$ cat src/rtl/prog_mem_ctrl.sv
// Program memory with a loader write port, a 1-cycle registered fetch port and a
// sequential wipe engine that zeroes one word per cycle.
module prog_mem_ctrl #(
    parameter int N = 4,
    parameter int M = 16
) (
    input  logic         clk,
    input  logic         clr,
    input  logic         wr_en,
    input  logic [N-1:0] wr_addr,
    input  logic [M-1:0] wr_data,
    input  logic         rd_req,
    input  logic [N-1:0] rd_addr,
    output logic [M-1:0] rd_data,
    output logic         rd_valid,
    input  logic         wipe,
    output logic         busy,
    output logic         wipe_done
);

    localparam int L = 2 ** N;
    localparam logic [N-1:0] LAST_ADDR = '1;

    typedef enum logic [1:0] {
        IDLE,
        WIPE,
        DONE
    } state_t;

    state_t         state_reg;
    logic [N-1:0]   wipe_cnt_reg;
    logic [M-1:0]   rd_data_reg;
    logic           rd_valid_reg;
    logic           busy_reg;
    logic           wipe_done_reg;

    logic [M-1:0]   mem [L];

    logic           idle_cmd;
    logic           rd_hit;
    logic           mem_we;
    logic [N-1:0]   mem_waddr;
    logic [M-1:0]   mem_wdata;

    // Loader and fetch commands are only honoured in IDLE when no wipe is requested.
    assign idle_cmd = (state_reg == IDLE) && !wipe;
    assign rd_hit   = wr_en && (wr_addr == rd_addr);

    always_comb begin
        mem_we    = 1'b0;
        mem_waddr = wr_addr;
        mem_wdata = wr_data;
        if (state_reg == WIPE) begin
            mem_we    = 1'b1;
            mem_waddr = wipe_cnt_reg;
            mem_wdata = '0;
        end else if (idle_cmd && wr_en) begin
            mem_we = 1'b1;
        end
    end

    // Array has no reset: contents survive clr, including a partially wiped state.
    always_ff @(posedge clk) begin
        if (mem_we) begin
            mem[mem_waddr] <= mem_wdata;
        end
    end

    always_ff @(posedge clk or posedge clr) begin
        if (clr) begin
            state_reg     <= IDLE;
            wipe_cnt_reg  <= '0;
            rd_data_reg   <= '0;
            rd_valid_reg  <= 1'b0;
            busy_reg      <= 1'b0;
            wipe_done_reg <= 1'b0;
        end else begin
            rd_valid_reg  <= 1'b0;
            wipe_done_reg <= 1'b0;
            case (state_reg)
                IDLE: begin
                    if (wipe) begin
                        state_reg    <= WIPE;
                        wipe_cnt_reg <= '0;
                        busy_reg     <= 1'b1;
                    end else if (rd_req) begin
                        // Write-first: a same-address write bypasses the array.
                        rd_data_reg  <= rd_hit ? wr_data : mem[rd_addr];
                        rd_valid_reg <= 1'b1;
                    end
                end
                WIPE: begin
                    wipe_cnt_reg <= wipe_cnt_reg + 1'b1;
                    if (wipe_cnt_reg == LAST_ADDR) begin
                        state_reg     <= DONE;
                        busy_reg      <= 1'b0;
                        wipe_done_reg <= 1'b1;
                    end
                end
                DONE: begin
                    state_reg <= IDLE;
                end
                default: begin
                    state_reg <= IDLE;
                    busy_reg  <= 1'b0;
                end
            endcase
        end
    end

    assign rd_data   = rd_data_reg;
    assign rd_valid  = rd_valid_reg;
    assign busy      = busy_reg;
    assign wipe_done = wipe_done_reg;

endmodule

$ cat config.mk
export PLATFORM = sky130hd
export DESIGN_NAME = prog_mem_ctrl
export DESIGN_NICKNAME = d
export VERILOG_FILES = /design/src/rtl/prog_mem_ctrl.sv
export SDC_FILE = /design/constraint.sdc
export NUM_CORES = 1
export LEC_CHECK = 0
export CAP_MARGIN = 20
export CELL_PAD_IN_SITES_DETAIL_PLACEMENT = 1
export CELL_PAD_IN_SITES_GLOBAL_PLACEMENT = 2
export CORE_MARGIN = 10
export CORE_UTILIZATION = 25
export CTS_CLUSTER_DIAMETER = 50
export CTS_CLUSTER_SIZE = 40
export DETAILED_ROUTE_END_ITERATION = 16
export GPL_TIMING_DRIVEN = 0
export PLACE_DENSITY = 0.52
export SYNTH_ARGS = -nofsm -noshare
export SYNTH_HDL_FRONTEND = slang
export SYNTH_SLANG_ARGS = --single-unit
$ cat constraint.sdc
create_clock -name clk -period 4.4 [get_ports clk]
set_input_delay 0.44 -clock clk [delete_from_list [all_inputs] [get_ports clk]]
set_output_delay 0.44 -clock clk [all_outputs]
set_load 0.05 [all_outputs]
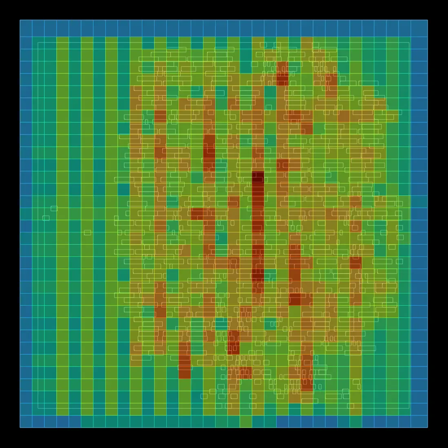
Run 1: routing congestion
Core Util, Final: 0.314
All-Layer GR Usage: 0.111
post-DR wirelength/cell: 23.7 um

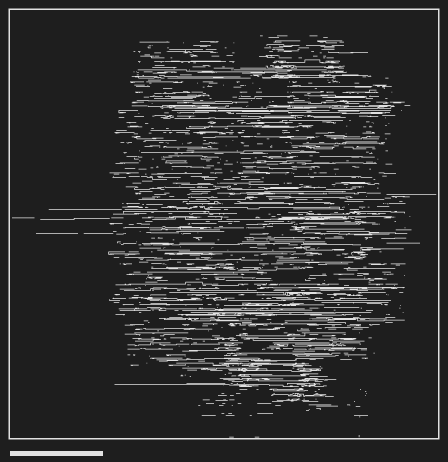
Run 1: metal 1
Scale bar: 50 um.
longest straight run	77.3 um
main direction	horizontal
wire length on this layer	13,100 um

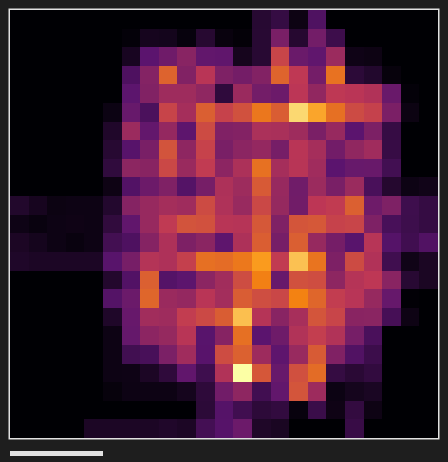
Run 1: signal metal coverage by tile
Scale bar: 50 um. 23 x 23 tiles, from black (low) to pale yellow (high), scaled to the fullest tile. Values are wire area over tile area, all layers added.
densest ninth of the die	center
nearly empty tiles	31%
tiles over half the peak	14%
mean over tiles	0.086
fullest tile	0.38

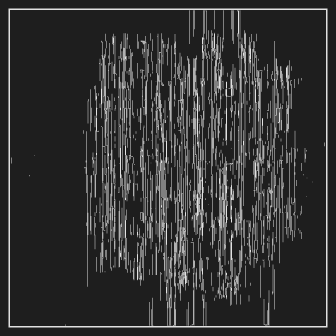
Run 1: met2 routing
wire length on this layer	15,100 um
share of all routed wire	51%
longest straight run	163 um
nets with wire on the layer	639
main direction	vertical

==> run summary, run 1 <==
yosys + openroad results -> Synth Seq Share 0.752, Fin. Hold Viols 0, Iter 0 DRT Violations 415, die height 230 um, Top cells by area edfxtp_1 70%, mux4_2 13%, dfrtp_1 5.7%, a22o_1 1.4%, a221oi_1 1.3%, RSZ-0062 raised after global routing false, final WL 29.8 mm, global placement routability congestion 0.717, Worst-path clk slew 0.08 ns, CP Launch Type input port, setup TNS 0 ns, yosys stat cell total 557, Synth cell types 36, CTS Hold Buffers Added 0, crit path max fanout 10, achievable frequency 330 MHz, Initial Utilization 0.255, Design Power 0.00894 W, Tool Warnings 26, fin crit share 0.689, Top cells excl fill/tap 256 x edfxtp_1, 64 x mux4_2, 46 x clkdlybuf4s50_1, 29 x nand2_1, 28 x clkbuf_16, Antenna diodes 0, via count 5,692, post-route minimum period 3.03 ns, Layout fillers 4,439, Mapped Avg Cell Area 19.9 um^2, FF-to-FF Start state_reg[1], Crit path required time 4.81 ns, Seq cells post-synth 281, top post-synthesis cells by count 256 x edfxtp_1, 64 x mux4_2, 29 x nand2_1, 25 x dfrtp_1, 21 x nor2_1, first-pass GRT wire length 43.8 mm, final instance area 0.0136 mm^2, leading cell type by number of instances after synthesis edfxtp_1, outcome finished, final reports clean, number of global-route vias before repair 6,237, peak supply drop 0.000316 V, GR Overflow Total 0, Mapped Area 0.0111 mm^2, Core Rows 76, final-report max-slew violation count 0, flop2flop setup slack 1.53 ns, # DRC 0, Antenna Nets Post-Route 0, Die W 230 um, PortBufs 46, initial antenna violation count 1, layout cells sized above 1 0.251, Synth area leader edfxtp_1, Vias/cell 4.53, max_slew headroom 0.386
==> run 1: critical path, stage by stage <==
cell and delay [ns]:
clkdlybuf4s50_1 0.50, buf_2 0.30, buf_1 0.57, clkbuf_1 0.67
mux4_2 0.42, a221oi_1 0.32, o221ai_1 0.19
==> run 1: metal layers <==
metal  vias up  share of wire  global-route usage
li1       2488              -                   -
met1      3086           0.44               0.145
met2        88           0.51               0.190
met3        30          0.036              0.0163
met4         0          0.017              0.0292
met5         -              0                   0
==> run 1: worst max-delay path by stage <==
stage,endpoint,cells after the start
3_5_place_dp,rd_data[15],7
5_1_grt,rd_data[9],7
2_1_floorplan,rd_data[15],6
3_3_place_gp,mem[3][6],5
4_1_cts,rd_data[15],7
6_report,rd_data[5],7
==> run 1: final cells by class <==
class	count	area, um^2	area share
plain buffers	31	153	0.0112
inverters	13	48.8	0.00358
multi-input cells	232	2580	0.190
well taps	585	732	0.0537
flip-flops and latches	281	8310	0.610
clock buffers	29	704	0.0517
clock inverters	23	263	0.0193
repair buffers	63	828	0.0608
==> run 1: logic make-up (layout without fill, tap and decap cells) <==
family | count (synthesis) | after routing | share of synthesized area
buf+inv | 44 | 159 | 0.0182
mux | 69 | 69 | 0.135
fa+ha+maj | 1 | 1 | 0.00113
simple gates | 83 | 83 | 0.0371
flops | 281 | 281 | 0.752
xor+xnor | 4 | 4 | 0.00317
compound gates | 75 | 75 | 0.0536
==> run 1: report_power, final <==
part / internal, W / switching [W] / total (W)
clock: 0.00130 / 0.00115 / 0.00245
combinational: 0.000808 / 0.00162 / 0.00243
sequential: 0.00387 / 0.000194 / 0.00407
total: 0.00598 / 0.00296 / 0.00894
Run 1, cell density map:
Scale bar: 50 um. 23 x 23 tiles, from black (low) to pale yellow (high), 0 to 100% covered.
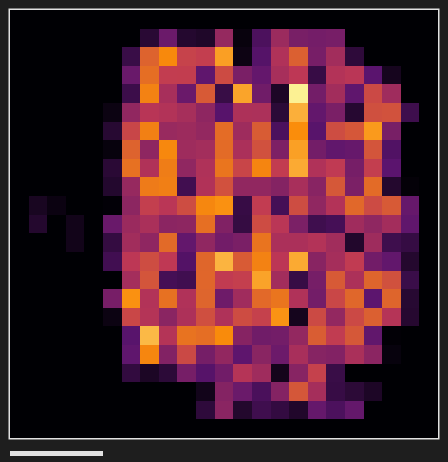

==> run 2: changes to the inputs <==
- clock period: 4.4 -> 3 ns (I/O delays scaled with it)
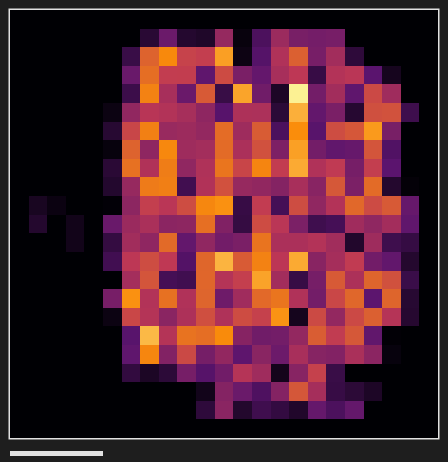
Run 2: cell density map
Scale bar: 50 um. 23 x 23 tiles, from black (low) to pale yellow (high), 0 to 100% covered.
mean over tiles	24%
nearly empty tiles	40%
tiles over 75% full	2.8%
fullest tile	97%
densest ninth of the die	center

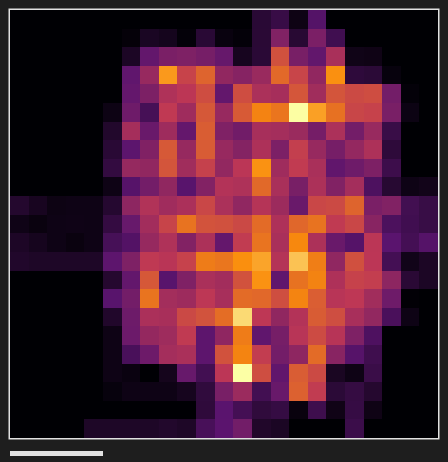
Run 2: signal metal coverage by tile
Scale bar: 50 um. 23 x 23 tiles, from black (low) to pale yellow (high), scaled to the fullest tile. Values are wire area over tile area, all layers added.
tiles over half the peak	17%
mean over tiles	0.087
densest ninth of the die	center
nearly empty tiles	31%

==> run summary, run 2 <==
yosys + openroad results -> outcome finished, final reports clean, Die W 230 um, most used routing layer met2, yosys stat cell total 557, Mapped Area 0.0111 mm^2, Flop area 0.00831 mm^2, Layout fillers 4,437, # DRC 0, Top cells by area edfxtp_1 70%, mux4_2 13%, dfrtp_1 5.7%, a22o_1 1.4%, a221oi_1 1.3%, number of global-route vias before repair 6,237, Fin. Hold Viols 0, top post-synthesis cells by count 256 x edfxtp_1, 64 x mux4_2, 29 x nand2_1, 25 x dfrtp_1, 21 x nor2_1, max_slew headroom 0.461, post-route minimum period 2.78 ns, Iter 0 DRT Violations 385, crit path to mem[2][14], first-pass GRT wire length 43.8 mm, crit path max fanout 10, Synth area leader edfxtp_1, Antenna Nets Post-Route 0, All-Layer GR Usage 0.111, peak supply drop 0.000467 V, final WL 29.7 mm, met1 Use GR 0.145, Top cells excl fill/tap 256 x edfxtp_1, 64 x mux4_2, 46 x clkdlybuf4s50_1, 29 x nand2_1, 28 x clkbuf_16, GR Util met3 0.0163, Post-Synth AOI/OAI Area 0.0536, leading cell type by number of instances after synthesis edfxtp_1, Tool Warnings 26
[run 2: cell counts after synthesis]
No cell type changed its count.
[run 2: metrics by stage]
step | std cells | setup TNS (ns)
4_1_cts | 1257 | 0
2_1_floorplan | 557 | 0
5_1_grt | 1256 | 0
6_report | 1256 | 0
3_3_place_gp | 1188 | -136.47
3_5_place_dp | 1205 | -6.24
[run 2: layout make-up]
cell class,count,area share
buffer,30,0.0111
multi-input combinational,232,0.190
clock buffer,29,0.0517
sequential,281,0.610
clock inverter,23,0.0193
inverter,13,0.00358
timing repair buffer,63,0.0608
tap,585,0.0537
[run 2: worst max-delay path, cell delays in order (launching register included)]
cell      delay [ns]
dfrtp_1         0.44
nand2b_4        0.16
buf_6           0.13
clkbuf_2        0.25
nor3_1          0.21
o21ai_0         0.31
nor2_2          0.72
buf_8           0.24
[run 2: worst min-delay path by stage]
stage	slack [ns]	start	to	cells past startpoint
final	0.17	clr	rd_data[14]	2
after global routing	0.21	clr	rd_data[14]	2
after global placement	0.48	rd_data[15]	rd_data[15]	2
after floorplan	0.33	clr	busy	1
after detailed placement	0.49	rd_data[9]	rd_data[9]	2
after CTS	0.18	clr	wipe_done	2
[run 2: report_power, final]
part           switching (W)  leakage (nW)  total, W  internal (W)
clock network        0.00169         0.463   0.00359       0.00190
registers           0.000285          2.70   0.00596       0.00568
logic                0.00237          1.29   0.00356       0.00119
total                0.00435          4.45    0.0131       0.00877
[run 2: cell families after synthesis]
| logic type | count (synthesis) |
|---|---|
| AOI/OAI and AO/OA | 75 |
| xor gates and xnor gates | 4 |
| adders and majority gates | 1 |
| buffers and inverters | 44 |
| DFF | 281 |
| muxes | 69 |
| and+or+nand+nor | 83 |
[run 2: timing repair]
action	4_1_cts	5_1_grt
resized	0	4
buffers inserted	0	0
hold buffers	0	0
endpoints found under the setup margin	0	191
Power figures rest on the tool's default switching activity, not on a simulated workload.
